==> run_1/logic_types.png <==
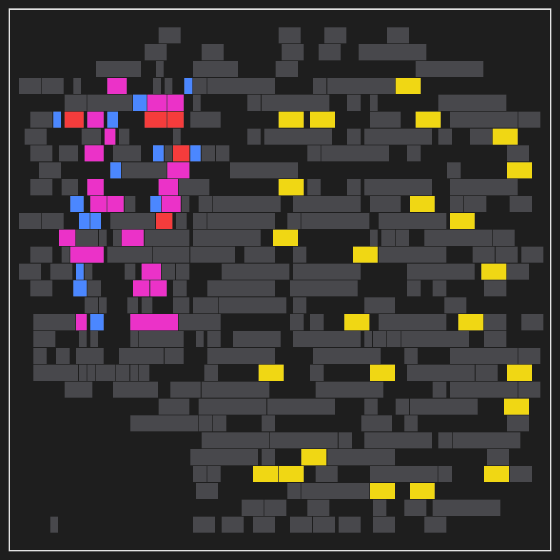
==> run_1/clk_routes.png <==
The bar under the picture is 20 um long.
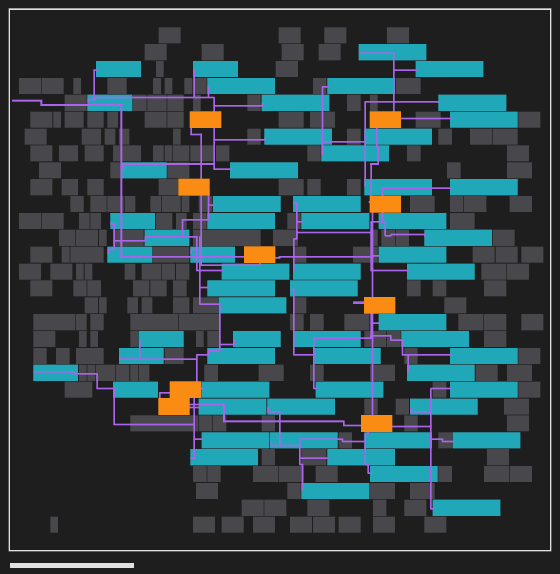
==> run_1/flops_by_reg.png <==
Other sequential cells in the stronger gray, the rest of the logic in the fainter gray.
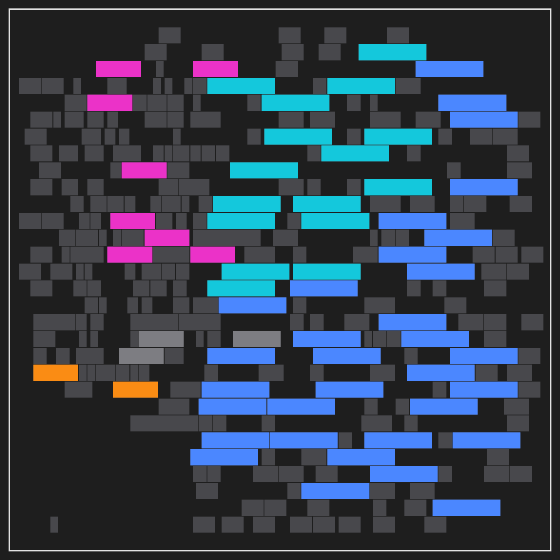
==> run_1/sizes.png <==
The bar under the picture is 20 um long.
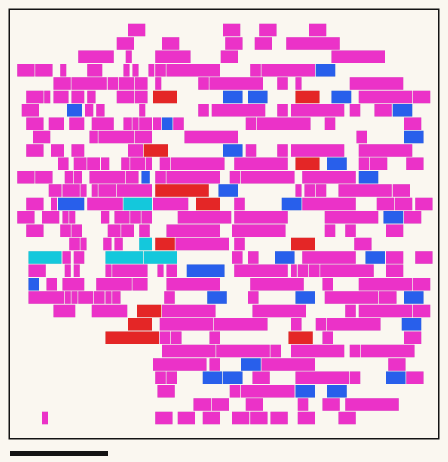
File: src/rtl/fetch_pkg.sv
// rtl/fetch_pkg.sv - shared widths, fetch FSM encoding and opcode field position
package fetch_pkg;

  localparam int FETCH_ADDR_W  = 8;
  localparam int FETCH_INSTR_W = 16;

  // Opcode field of an instruction word
  localparam int OPCODE_LSB = 0;
  localparam int OPCODE_MSB = 3;
  localparam int OPCODE_W   = OPCODE_MSB - OPCODE_LSB + 1;

  typedef enum logic {
    ST_RUN  = 1'b0,
    ST_HALT = 1'b1
  } fetch_state_e;

  function automatic logic [OPCODE_W-1:0] opcode_of(input logic [FETCH_INSTR_W-1:0] word);
    return word[OPCODE_MSB:OPCODE_LSB];
  endfunction

endpackage

File: src/rtl/fetch_fifo.sv
// rtl/fetch_fifo.sv - 2-entry {pc, instr} buffer with push/pop/flush and occupancy count
module fetch_fifo import fetch_pkg::*; #(
  parameter int ADDR_W  = FETCH_ADDR_W,
  parameter int INSTR_W = FETCH_INSTR_W
) (
  input  logic               clk,
  input  logic               rst,
  input  logic               push,
  input  logic               pop,
  input  logic               flush,
  input  logic [ADDR_W-1:0]  push_pc,
  input  logic [INSTR_W-1:0] push_instr,
  output logic [ADDR_W-1:0]  head_pc,
  output logic [INSTR_W-1:0] head_instr,
  output logic [1:0]         count
);

  logic [ADDR_W-1:0]  pc_mem    [2];
  logic [INSTR_W-1:0] instr_mem [2];
  logic               wr_ptr;
  logic               rd_ptr;
  logic               do_push;
  logic               do_pop;

  // Never overrun or underrun, even if the caller misbehaves
  assign do_pop  = pop && (count != 2'd0);
  assign do_push = push && ((count != 2'd2) || do_pop);

  assign head_pc    = pc_mem[rd_ptr];
  assign head_instr = instr_mem[rd_ptr];

  // Storage, pointers and count; flush only empties, entries are not cleared
  always_ff @(posedge clk) begin
    if (rst) begin
      wr_ptr <= 1'b0;
      rd_ptr <= 1'b0;
      count  <= 2'd0;
      for (int i = 0; i < 2; i++) begin
        pc_mem[i]    <= '0;
        instr_mem[i] <= '0;
      end
    end else if (flush) begin
      wr_ptr <= 1'b0;
      rd_ptr <= 1'b0;
      count  <= 2'd0;
    end else begin
      if (do_push) begin
        pc_mem[wr_ptr]    <= push_pc;
        instr_mem[wr_ptr] <= push_instr;
        wr_ptr            <= ~wr_ptr;
      end
      if (do_pop) begin
        rd_ptr <= ~rd_ptr;
      end
      count <= count + 2'(do_push) - 2'(do_pop);
    end
  end

endmodule

File: src/rtl/instr_fetch.sv
// rtl/instr_fetch.sv - PC/fetch FSM feeding a 2-entry buffer; FETCH_HALT_EN enables halt on all-zero word
module instr_fetch import fetch_pkg::*; #(
  parameter int                ADDR_W   = FETCH_ADDR_W,
  parameter int                INSTR_W  = FETCH_INSTR_W,
  parameter logic [ADDR_W-1:0] RESET_PC = ADDR_W'(8'h00)
) (
  input  logic               clk,
  input  logic               rst,
  output logic [ADDR_W-1:0]  instr_addr,
  input  logic [INSTR_W-1:0] instr,
  input  logic               redirect_valid,
  input  logic [ADDR_W-1:0]  redirect_addr,
  output logic               if_valid,
  input  logic               if_ready,
  output logic [INSTR_W-1:0] if_instr,
  output logic [ADDR_W-1:0]  if_pc,
  output logic               halted
);

  logic [ADDR_W-1:0] pc;
  fetch_state_e      state;
  logic [1:0]        count;
  logic              pop;
  logic              fetch_slot;
  logic              end_hit;
  logic              push;

  assign instr_addr = pc;
  assign if_valid   = (count != 2'd0);

  // Redirect wins over everything: no pop and no push in that cycle
  assign pop        = if_valid && if_ready && !redirect_valid;
  assign fetch_slot = (state == ST_RUN) && !redirect_valid &&
                      ((count != 2'd2) || pop);

`ifdef FETCH_HALT_EN
  assign end_hit = fetch_slot && (instr == '0);
`else
  assign end_hit = 1'b0;
`endif

  assign push = fetch_slot && !end_hit;

  fetch_fifo #(
    .ADDR_W  (ADDR_W),
    .INSTR_W (INSTR_W)
  ) u_fifo (
    .clk        (clk),
    .rst        (rst),
    .push       (push),
    .pop        (pop),
    .flush      (redirect_valid),
    .push_pc    (pc),
    .push_instr (instr),
    .head_pc    (if_pc),
    .head_instr (if_instr),
    .count      (count)
  );

  // PC and RUN/HALT state; PC wraps naturally at 2^ADDR_W
  always_ff @(posedge clk) begin
    if (rst) begin
      pc    <= RESET_PC;
      state <= ST_RUN;
    end else if (redirect_valid) begin
      pc    <= redirect_addr;
      state <= ST_RUN;
    end else if (push) begin
      pc <= pc + 1'b1;
    end else if (end_hit) begin
      state <= ST_HALT;
    end
  end

`ifdef FETCH_HALT_EN
  logic halted_q;

  // halted tracks entry into and exit from HALT as a registered flag
  always_ff @(posedge clk) begin
    if (rst) begin
      halted_q <= 1'b0;
    end else if (redirect_valid) begin
      halted_q <= 1'b0;
    end else if (end_hit) begin
      halted_q <= 1'b1;
    end
  end

  assign halted = halted_q;
`else
  assign halted = 1'b0;
`endif

endmodule

File: config.mk
export PLATFORM = sky130hd
export DESIGN_NAME = instr_fetch
export DESIGN_NICKNAME = d
export VERILOG_FILES = /design/src/rtl/fetch_pkg.sv /design/src/rtl/fetch_fifo.sv /design/src/rtl/instr_fetch.sv
export SDC_FILE = /design/constraint.sdc
export NUM_CORES = 1
export LEC_CHECK = 0
export CAP_MARGIN = 40
export CORE_UTILIZATION = 40
export CTS_CLUSTER_DIAMETER = 50
export DETAILED_ROUTE_END_ITERATION = 10
export HOLD_SLACK_MARGIN = 0.12
export PLACE_DENSITY = 0.65
export SLEW_MARGIN = 40
export SYNTH_ARGS = -nofsm -noshare
export SYNTH_HDL_FRONTEND = slang
export SYNTH_SLANG_ARGS = --single-unit
File: constraint.sdc
create_clock -name clk -period 8.6 [get_ports clk]
set_input_delay 0.86 -clock clk [delete_from_list [all_inputs] [get_ports clk]]
set_output_delay 0.86 -clock clk [all_outputs]
set_load 0.05 [all_outputs]
==> flow_summary.yaml, run 1 <==
# implementation run metrics
final_layout:
  fillCellCount: 590
  layout.cells.most_common: "sky130_fd_sc_hd__clkdlybuf4s50_1"
  finalCoreUtilization: 0.549
  post_route_cells_drive_above_1_share: 0.160
  num-clock-buffers: 9
  final_cell_mix: "sky130_fd_sc_hd__clkdlybuf4s50_1, sky130_fd_sc_hd__edfxtp_1, sky130_fd_sc_hd__and2_1"
  ff_count: 61
  sh_seq_area: 0.449
  largest_cell_class: "flip-flops and latches"
  final.signal_buffer_count: 62
  combined_area_of_the_multi_input_logic_cells_um2: 1120
  area_delta_synth_final_pct: 31.1
worst_setup_path:
  end_kind: "register"
  worst_setup_path_endpoint: "u_fifo.instr_mem[1][15]"
  rrSetupSlack_ns: 6.44
  critical_path.reg2reg.endpoint: "u_fifo.instr_mem[1][15]"
  critPathLaunch: "redirect_valid"
  worstSetupStartpointType: "input port"
  critPathRequiredTime_ns: 8.56
  r2r-start: "u_fifo.count[1]"
logic_synthesis:
  syn_avg_cell_area_um2: 12.5
  netlist.area_leader.share: 0.498
  synthesis.instances: 231
  yosysChipArea_um2: 2890
  synth_sequential_area_ratio: 0.588
  synth_area_leader_cell: "sky130_fd_sc_hd__edfxtp_1"
  number_of_enable_type_register_cells_in_the_synthesized_netlist: 48
  numSynthFlops: 61
  adder_cell_share_of_the_synthesized_area: 0.0130
  synth_simple_gate_area_share: 0.195
  synth-async-reset-ratio: 0
  yosys_cells: 231
  xor_area_frac: 0.00606
  mux_cell_area_share_after_synthesis: 0.0934
  synthesis.nets: 262
  netlist_logic_family_top: "simple AND/OR/NAND/NOR gates"
  synth.cells.most_frequent: "sky130_fd_sc_hd__edfxtp_1, sky130_fd_sc_hd__and2_1, sky130_fd_sc_hd__mux2_2"
clock_network:
  number_of_h_tree_levels: 3
  ctsHoldBuffers: 0
  clock-sinks: 61
  clockRootBuffer: "sky130_fd_sc_hd__clkbuf_8"
  tritoncts: "yes"
  post-cts-setup-buffer-count: 0
  cts.reportedPaths.clkPinSlew_ns: 0.06
grt:
  gr-usage-met1: 0.216
  use_met2: 0.256
  total_global_routing_overflow: 0
  antenna_found_initial: 0
  met3_use_gr: 0.0351
timing:
  worst_slack_ns: 5.11
  finalHoldViolCount: 0
  report.final.setup_viol: 0
  slew_at_the_pin_closest_to_its_max_slew_limit_ns: 0.764
  fin_tns_setup_ns: 0
  period_needed_ns: 3.49
  drv_slew: 0
  achievable-frequency_ghz: 0.287
route:
  avgRoutedWirePerCell_um: 14.6
  first_pass_iters: 4
  post_drt_via_cell_ratio: 5.00
  ant_nets: 0
run_status:
  outcome: "complete, no violations"
min_path:
  hp-class: "reg -> reg"
  worst_hold_path.endpoint: "u_fifo.rd_ptr"
  depth_of_the_worst_hold_timing_path: 2
pwr:
  internal_power_uw: 547
  power.combinational.fraction: 0.174
  portion_of_total_power_attributed_to_the_clock_network: 0.355
  heaviest_power_group: "registers"
  switching_share: 0.264
  power_per_cell_area_nw_per_um2: 196
  max-vdd-ir-drop_mv: 0.101
die:
  pin_count: 62
  fp_util: 0.419
  dieHeight_um: 87.0
run:
  warning_count: 26
placed_design:
  port_buffers: 60
Notes on logic_types.png above:
| family | color | cells |
|---|---|---|
| nand cells | blue | 14 |
| mux cells | yellow | 24 |
| aoi and oai cells | magenta | 20 |
| non-inverting ao/oa cells | red | 5 |

Notes on clk_routes.png above:
[flip-flops] cyan | count: 61
[clock wires] purple | length: 735 um
[clock drivers] orange | count: 9
flops lie: spread over the die
routed clock nets: 10
clock network power consumption: 264 uW
final clock skew: 0.00792 ns
insertion delay of the later-clocked pin in the worst-skew pair: 0.33 ns

Notes on flops_by_reg.png above:
| netlist name | color | sequential cells |
|---|---|---|
| u_fifo.count | orange | 2 |
| u_fifo.pc_mem | cyan | 16 |
| u_fifo.instr_mem | blue | 32 |
| instr_addr | magenta | 8 |

Notes on sizes.png above:
| size | color | cells | share |
|---|---|---|---|
| _0 and _1 cells | magenta | 247 | 84% |
| _3 and _4 cells | cyan | 5 | 1.7% |
| _6 and larger | red | 12 | 4.1% |
| _2 cells | blue | 30 | 10% |

==> run 1: per-stage QoR <==
step | hold WS (ns) | cells | instance area (um2)
floorplan | 0.472 | 231 | 2890
global placement | 0.501 | 373 | 3570
detailed placement | 0.499 | 373 | 3580
CTS | 0.513 | 389 | 3780
global route | 0.540 | 390 | 3790
finish | 0.510 | 390 | 3790
==> run 1: critical path, cell delays in order <==
cell,delay [ns]
sky130_fd_sc_hd__clkdlybuf4s50_1,0.76
sky130_fd_sc_hd__or2_0,0.59
sky130_fd_sc_hd__nor3b_4,0.51
sky130_fd_sc_hd__buf_6,0.21
sky130_fd_sc_hd__or2_2,0.50
==> inputs of run 2 (changes only) <==
--- a/config.mk
+++ b/config.mk
@@ -10,7 +10,7 @@
 export CTS_CLUSTER_DIAMETER = 50
 export DETAILED_ROUTE_END_ITERATION = 10
 export HOLD_SLACK_MARGIN = 0.12
-export PLACE_DENSITY = 0.65
+export PLACE_DENSITY = 0.68
 export SLEW_MARGIN = 40
 export SYNTH_ARGS = -nofsm -noshare
 export SYNTH_HDL_FRONTEND = slang
==> constraint.sdc (replaced) <==
create_clock -name clk -period 3.2 [get_ports clk]
set_input_delay 0.32 -clock clk [delete_from_list [all_inputs] [get_ports clk]]
set_output_delay 0.32 -clock clk [all_outputs]
set_load 0.05 [all_outputs]
==> run_2/clocks.png <==
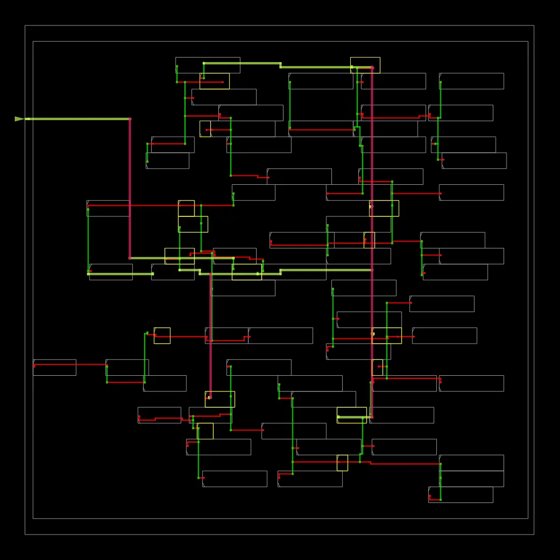
insertion delay of the later-clocked pin in the worst-skew pair: 0.34 ns
clock network power consumption: 580 uW
registers: 61
number of sinks handled by clock tree synthesis: 61
clock buffer instance count of the final layout: 9

==> run_2/logic_types.png <==
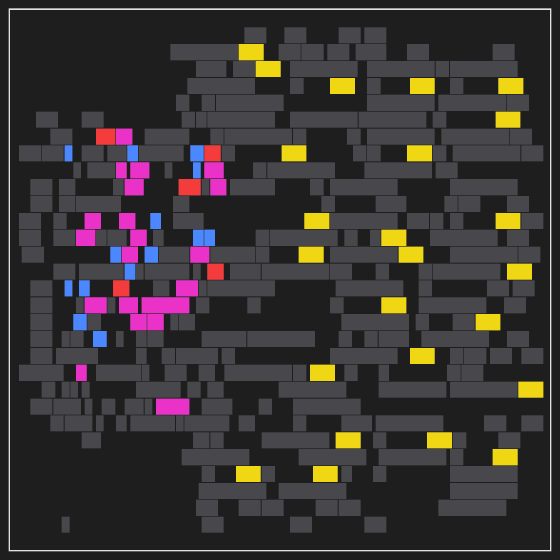
| family | color | cells |
|---|---|---|
| non-inverting ao/oa cells | red | 5 |
| aoi and oai cells | magenta | 20 |
| nand cells | blue | 14 |
| mux cells | yellow | 24 |

==> flow_summary.yaml, run 2 <==
# implementation run metrics
route:
  routed_wl_um: 5990
  ant_nets: 0
  avgRoutedWirePerCell_um: 15.2
  post_drt_via_cell_ratio: 5.08
  1st_iter_drt_viols: 62
  first_pass_iters: 4
  dr_total_vias: 2001
  route.detailed.drc: 0
worst_setup_path:
  worst_r2r_path_depth: 3
  timing.critical_path.max_delay_family: "buffers and inverters"
  critPathRequiredTime_ns: 2.88
  rrSetupSlack_ns: 1.29
  setup.worst_path.class: "reg -> out"
  timing.critical_path.slowest_stage_cell: "sky130_fd_sc_hd__clkdlybuf4s50_1"
  cp.buffers_inverters: 2
  critical_path.reg2reg.endpoint: "u_fifo.pc_mem[1][1]"
  worstSetupStartpointType: "register"
  crit_cells: 3
  worst_endpoint_data_arrival_time_ns: 2.06
  critical_path_maximum_fanout: 24
  timing.critical_path.cells: "buf_4 > mux2_2 > clkdlybuf4s50_1"
  worst_setup_path_endpoint: "if_pc[3]"
  r2r-start: "u_fifo.count[1]"
  end_kind: "primary output"
  critical-path-max-stage-delay_ns: 0.72
run:
  drv.max_cap_violation_count: 0
  warning_count: 26
clock_network:
  numCtsBuffers: 9
  clockRootBuffer: "sky130_fd_sc_hd__clkbuf_8"
  cts.reportedPaths.clkPinSlew_ns: 0.06
  post-cts-setup-buffer-count: 0
  clock_tree.buffer_depth: 2
  ctsHoldBuffers: 0
  post_cts.resized_instances: 0
  number_of_h_tree_levels: 3
  tritoncts: "yes"
logic_synthesis:
  synth-main-ff-cell: "sky130_fd_sc_hd__edfxtp_1"
  xor_area_frac: 0.00606
  synth_cell_type_count: 41
  synth.cells.most_frequent: "sky130_fd_sc_hd__edfxtp_1, sky130_fd_sc_hd__and2_1, sky130_fd_sc_hd__mux2_2"
  synthesis.nets: 262
  synth-async-reset-ratio: 0
  syn_avg_cell_area_um2: 12.5
  yosysChipArea_um2: 2890
  synth_compound_gate_area_share: 0.0714
  yosys_cells: 231
  mux_cell_area_share_after_synthesis: 0.0934
  synth_sequential_area_ratio: 0.588
  number_of_enable_type_register_cells_in_the_synthesized_netlist: 48
  post_synth_instance_area_um2: 2890
  synthesis.instances: 231
  numSynthFlops: 61
  adder_cell_share_of_the_synthesized_area: 0.0130
  yosysWarnings: 0
  netlist_logic_family_top: "simple AND/OR/NAND/NOR gates"
  synth_area_leader_cell: "sky130_fd_sc_hd__edfxtp_1"
  synth_simple_gate_area_share: 0.195
  synth_top_cell_by_count: "sky130_fd_sc_hd__edfxtp_1"
  netlist.area_leader.share: 0.498
  post_synth_main_area_contributors: "sky130_fd_sc_hd__edfxtp_1, sky130_fd_sc_hd__and2_1, sky130_fd_sc_hd__mux2_2"
die:
  pin_count: 62
  fp_util: 0.419
  dieWidth_um: 87.0
  core_um2: 6910
  die_area_um2: 7580
  placementRows: 30
  dieHeight_um: 87.0
final_layout:
  largest_reg_flops: 32
  diodes: 0
  max_flop_register: "u_fifo.instr_mem"
  final_cell_mix: "sky130_fd_sc_hd__clkdlybuf4s50_1, sky130_fd_sc_hd__edfxtp_1, sky130_fd_sc_hd__and2_1"
  num-nets-final: 324
  post_route_cells_drive_above_1_share: 0.181
  finalCoreUtilization: 0.546
  finalInstanceArea_um2: 3770
  layoutNonFillerInstCount: 394
  layout.cells.most_common: "sky130_fd_sc_hd__clkdlybuf4s50_1"
  area_delta_synth_final_pct: 30.4
min_path:
  depth_of_the_worst_hold_timing_path: 2
  hp-class: "reg -> reg"
  timing.hold.worst.start: "u_fifo.rd_ptr"
timing:
  slew-limit-headroom: 0.539
  drv_slew: 0
  worst_slack_ns: 0.823
  final_clock_skew_ns: 0.00620
  achievable-frequency_ghz: 0.421
  fin_tns_setup_ns: 0
  slew_at_the_pin_closest_to_its_max_slew_limit_ns: 0.690
  worst_hold_slack_ns: 0.514
  period_needed_ns: 2.38
  report.final.setup_viol: 0
  timing.final.crit_share: 0.743
  finalHoldViolCount: 0
  grt_setup_unrepaired: "false"
placed_design:
  preCtsSetupSlack_ns: 0.808
  port_buffers: 60
  placed_cells: 378
  detailed_place.area_um2: 3610
  place.detailed.hpwl_um: 3830
  routabilityCongestion: 0.852
grt:
  grt_pass1_vias: 2004
  total_global_routing_overflow: 0
  met3_use_gr: 0.0502
  wire_length_of_the_first_global_routing_pass_um: 9460
  use_met2: 0.278
  antenna_found_initial: 0
  grt_max_degree: 25
  gr-usage-met1: 0.204
  grt.total_usage: 0.171
  grt_most_used_layer: "met2"
pwr:
  fin_total_pwr_mw: 1.87
  static-leakage-power_nw: 1.39
  max-vdd-ir-drop_mv: 0.211
  power_per_cell_area_nw_per_um2: 496
run_status:
  outcome: "complete, no violations"
==> run 2: layout make-up <==
type                            instances  area, um2
Fill cell                             616       3130
Sequential cell                        61       1700
Multi-Input combinational cell        148       1110
Timing Repair Buffer                   66        646
Clock buffer                            9        124
Tap cell                               96        120
Clock inverter                          7       42.5
Inverter                                7       26.3
==> run 2: report_power, final <==
group / internal, mW / switching [mW]
logic: 0.140 / 0.217
registers: 0.907 / 0.0290
clock network: 0.274 / 0.306
total: 1.32 / 0.552
==> run 2: metal layers <==
layer  up-vias  routed length (um)
li1        955                   -
met1       968                2680
met2        67                2830
met3        11                 358
met4         0                 114
met5         -                   0
==> inputs of run 3 (changes only) <==
--- a/config.mk
+++ b/config.mk
@@ -10,7 +10,7 @@
 export CTS_CLUSTER_DIAMETER = 50
 export DETAILED_ROUTE_END_ITERATION = 10
 export HOLD_SLACK_MARGIN = 0.12
-export PLACE_DENSITY = 0.68
+export PLACE_DENSITY = 0.65
 export SLEW_MARGIN = 40
 export SYNTH_ARGS = -nofsm -noshare
 export SYNTH_HDL_FRONTEND = slang
==> constraint.sdc (replaced) <==
create_clock -name clk -period 2.25 [get_ports clk]
set_input_delay 0.225 -clock clk [delete_from_list [all_inputs] [get_ports clk]]
set_output_delay 0.225 -clock clk [all_outputs]
set_load 0.05 [all_outputs]
==> run_3/sizes.png <==
The bar under the picture is 20 um long.
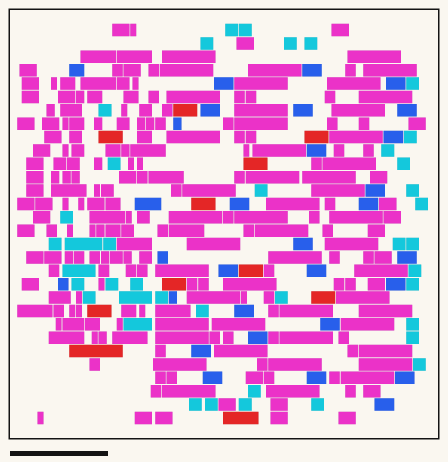
| size | color | cells | share |
|---|---|---|---|
| _0 and _1 cells | magenta | 222 | 73% |
| _3 and _4 cells | cyan | 40 | 13% |
| _2 cells | blue | 30 | 9.9% |
| _6 and larger | red | 11 | 3.6% |

==> run_3/clk_routes.png <==
The bar under the picture is 20 um long.
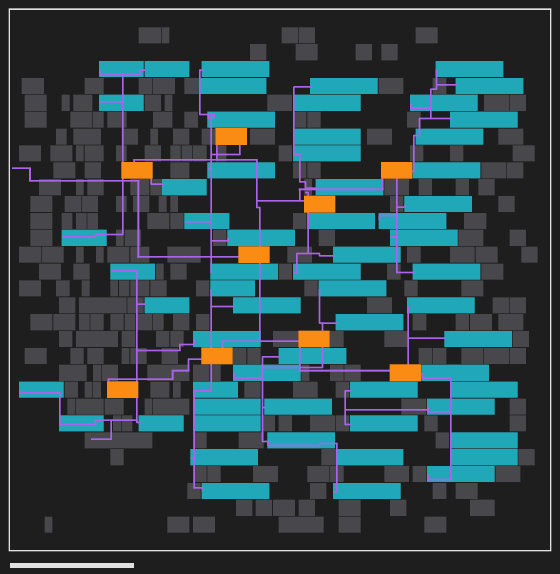
[clock drivers] orange | count: 9
[clock wires] purple | length: 662 um
[flip-flops] cyan | count: 61
routed clock nets: 10

==> flow_summary.yaml, run 3 <==
# implementation run metrics
timing:
  worst_slack_ns: 0.286
  timing.final.crit_share: 0.873
  slew-limit-headroom: 0.523
  final_clock_skew_ns: 0.00643
  worst_hold_slack_ns: 0.482
  report.final.setup_viol: 0
  grt_setup_unrepaired: "false"
  fin_tns_setup_ns: 0
  achievable-frequency_ghz: 0.509
  drv_slew: 0
route:
  dr.max_layer_used: "met4"
  routed_wl_um: 5930
  ant_nets: 0
  avgRoutedWirePerCell_um: 14.9
  dr_total_vias: 2003
  met3RoutedLength_um: 333
  1st_iter_drt_viols: 87
  post_drt_via_cell_ratio: 5.02
  met1Wirelength_um: 2490
  route.met2.wl_um: 3050
clock_network:
  numCtsBuffers: 9
  clk_latency_ns: 0.32
  clockRootBuffer: "sky130_fd_sc_hd__clkbuf_8"
  post_cts.resized_instances: 0
  post-cts-setup-buffer-count: 0
  cts.reportedPaths.clkPinSlew_ns: 0.06
  clock-sinks: 61
final_layout:
  comb_share: 0.295
  non_clock_inverter_count: 7
  layoutNonFillerInstCount: 399
  multi_input_comb_cells: 148
  register_area_um2: 1700
  combined_area_of_the_multi_input_logic_cells_um2: 1120
  max_flop_register: "u_fifo.instr_mem"
  diodes: 0
  sh_seq_area: 0.449
  fillCellCount: 638
  ff_count: 61
  layout.cells.most_common: "sky130_fd_sc_hd__edfxtp_1"
  largest_cell_class: "flip-flops and latches"
  layout.clock.cell_area_share: 0.0472
  final_cell_mix: "sky130_fd_sc_hd__edfxtp_1, sky130_fd_sc_hd__and2_1, sky130_fd_sc_hd__clkdlybuf4s50_1"
  num-clock-buffers: 9
  post_route_cells_drive_above_1_share: 0.267
  final.signal_buffer_count: 72
  finalCoreUtilization: 0.549
min_path:
  depth_of_the_worst_hold_timing_path: 3
  hp-class: "in -> reg"
worst_setup_path:
  rrSetupSlack_ns: 0.42
  crit_cells: 1
  timing.critical_path.cells: "clkdlybuf4s50_1"
  worst_r2r_path_depth: 4
  worstSetupStartpointType: "register"
  critical_path_maximum_fanout: 10
  setup.worst_path.class: "reg -> out"
  worst_setup_path_endpoint: "instr_addr[2]"
  critPathRequiredTime_ns: 2.03
  end_kind: "primary output"
  cp.buffers_inverters: 1
  timing.critical_path.max_delay_family: "buffers and inverters"
logic_synthesis:
  synth_simple_gate_area_share: 0.195
  synthesis.instances: 231
  number_of_enable_type_register_cells_in_the_synthesized_netlist: 48
  synthesis.nets: 262
  netlist.area_leader.share: 0.498
  numSynthFlops: 61
  synth_top_cell_by_count: "sky130_fd_sc_hd__edfxtp_1"
  yosysWarnings: 0
  adder_cell_share_of_the_synthesized_area: 0.0130
  syn_avg_cell_area_um2: 12.5
  synth_compound_gate_area_share: 0.0714
  xor_area_frac: 0.00606
  synth-main-ff-cell: "sky130_fd_sc_hd__edfxtp_1"
  synth_cell_type_count: 41
  synth_sequential_area_ratio: 0.588
  synth.cells.most_frequent: "sky130_fd_sc_hd__edfxtp_1, sky130_fd_sc_hd__and2_1, sky130_fd_sc_hd__mux2_2"
pwr:
  power_clock_uw: 885
  sequentialPowerShare: 0.489
  static-leakage-power_nw: 1.46
  power.combinational.fraction: 0.186
  power_per_cell_area_nw_per_um2: 719
  max-vdd-ir-drop_mv: 0.359
  portion_of_total_power_attributed_to_the_clock_network: 0.325
  switching_share: 0.274
  fin_total_pwr_mw: 2.72
  comb_cell_power_uw: 506
  internal_power_mw: 1.98
  p_sw_uw: 747
run_status:
  outcome: "complete, no violations"
die:
  dieWidth_um: 87.0
  tapcell.inserted: 96
  core_um2: 6910
  pin_count: 62
  placementRows: 30
  fp_util: 0.419
grt:
  wire_length_of_the_first_global_routing_pass_um: 9580
  antenna_found_initial: 0
  grt_max_degree: 25
  total_global_routing_overflow: 0
  gr-usage-met1: 0.183
  grt_pass1_vias: 2097
  use_met2: 0.304
placed_design:
  routabilityCongestion: 0.802
  port_buffers: 60
==> run 3: netlist changes by cell type in the layout (fill, tap and decap cells not counted) <==
| cell | change |
|---|---|
| sky130_fd_sc_hd__buf_12 | +1 |
| sky130_fd_sc_hd__buf_4 | +29 |
| sky130_fd_sc_hd__bufinv_16 | +1 |
| sky130_fd_sc_hd__clkdlybuf4s50_1 | -24 |
| sky130_fd_sc_hd__clkinv_1 | +2 |
| sky130_fd_sc_hd__clkinv_2 | -2 |
| sky130_fd_sc_hd__clkinvlp_4 | -2 |
| sky130_fd_sc_hd__nor3_2 | -1 |
| sky130_fd_sc_hd__nor3_4 | +1 |
Power is estimated from default activity; no workload was simulated.
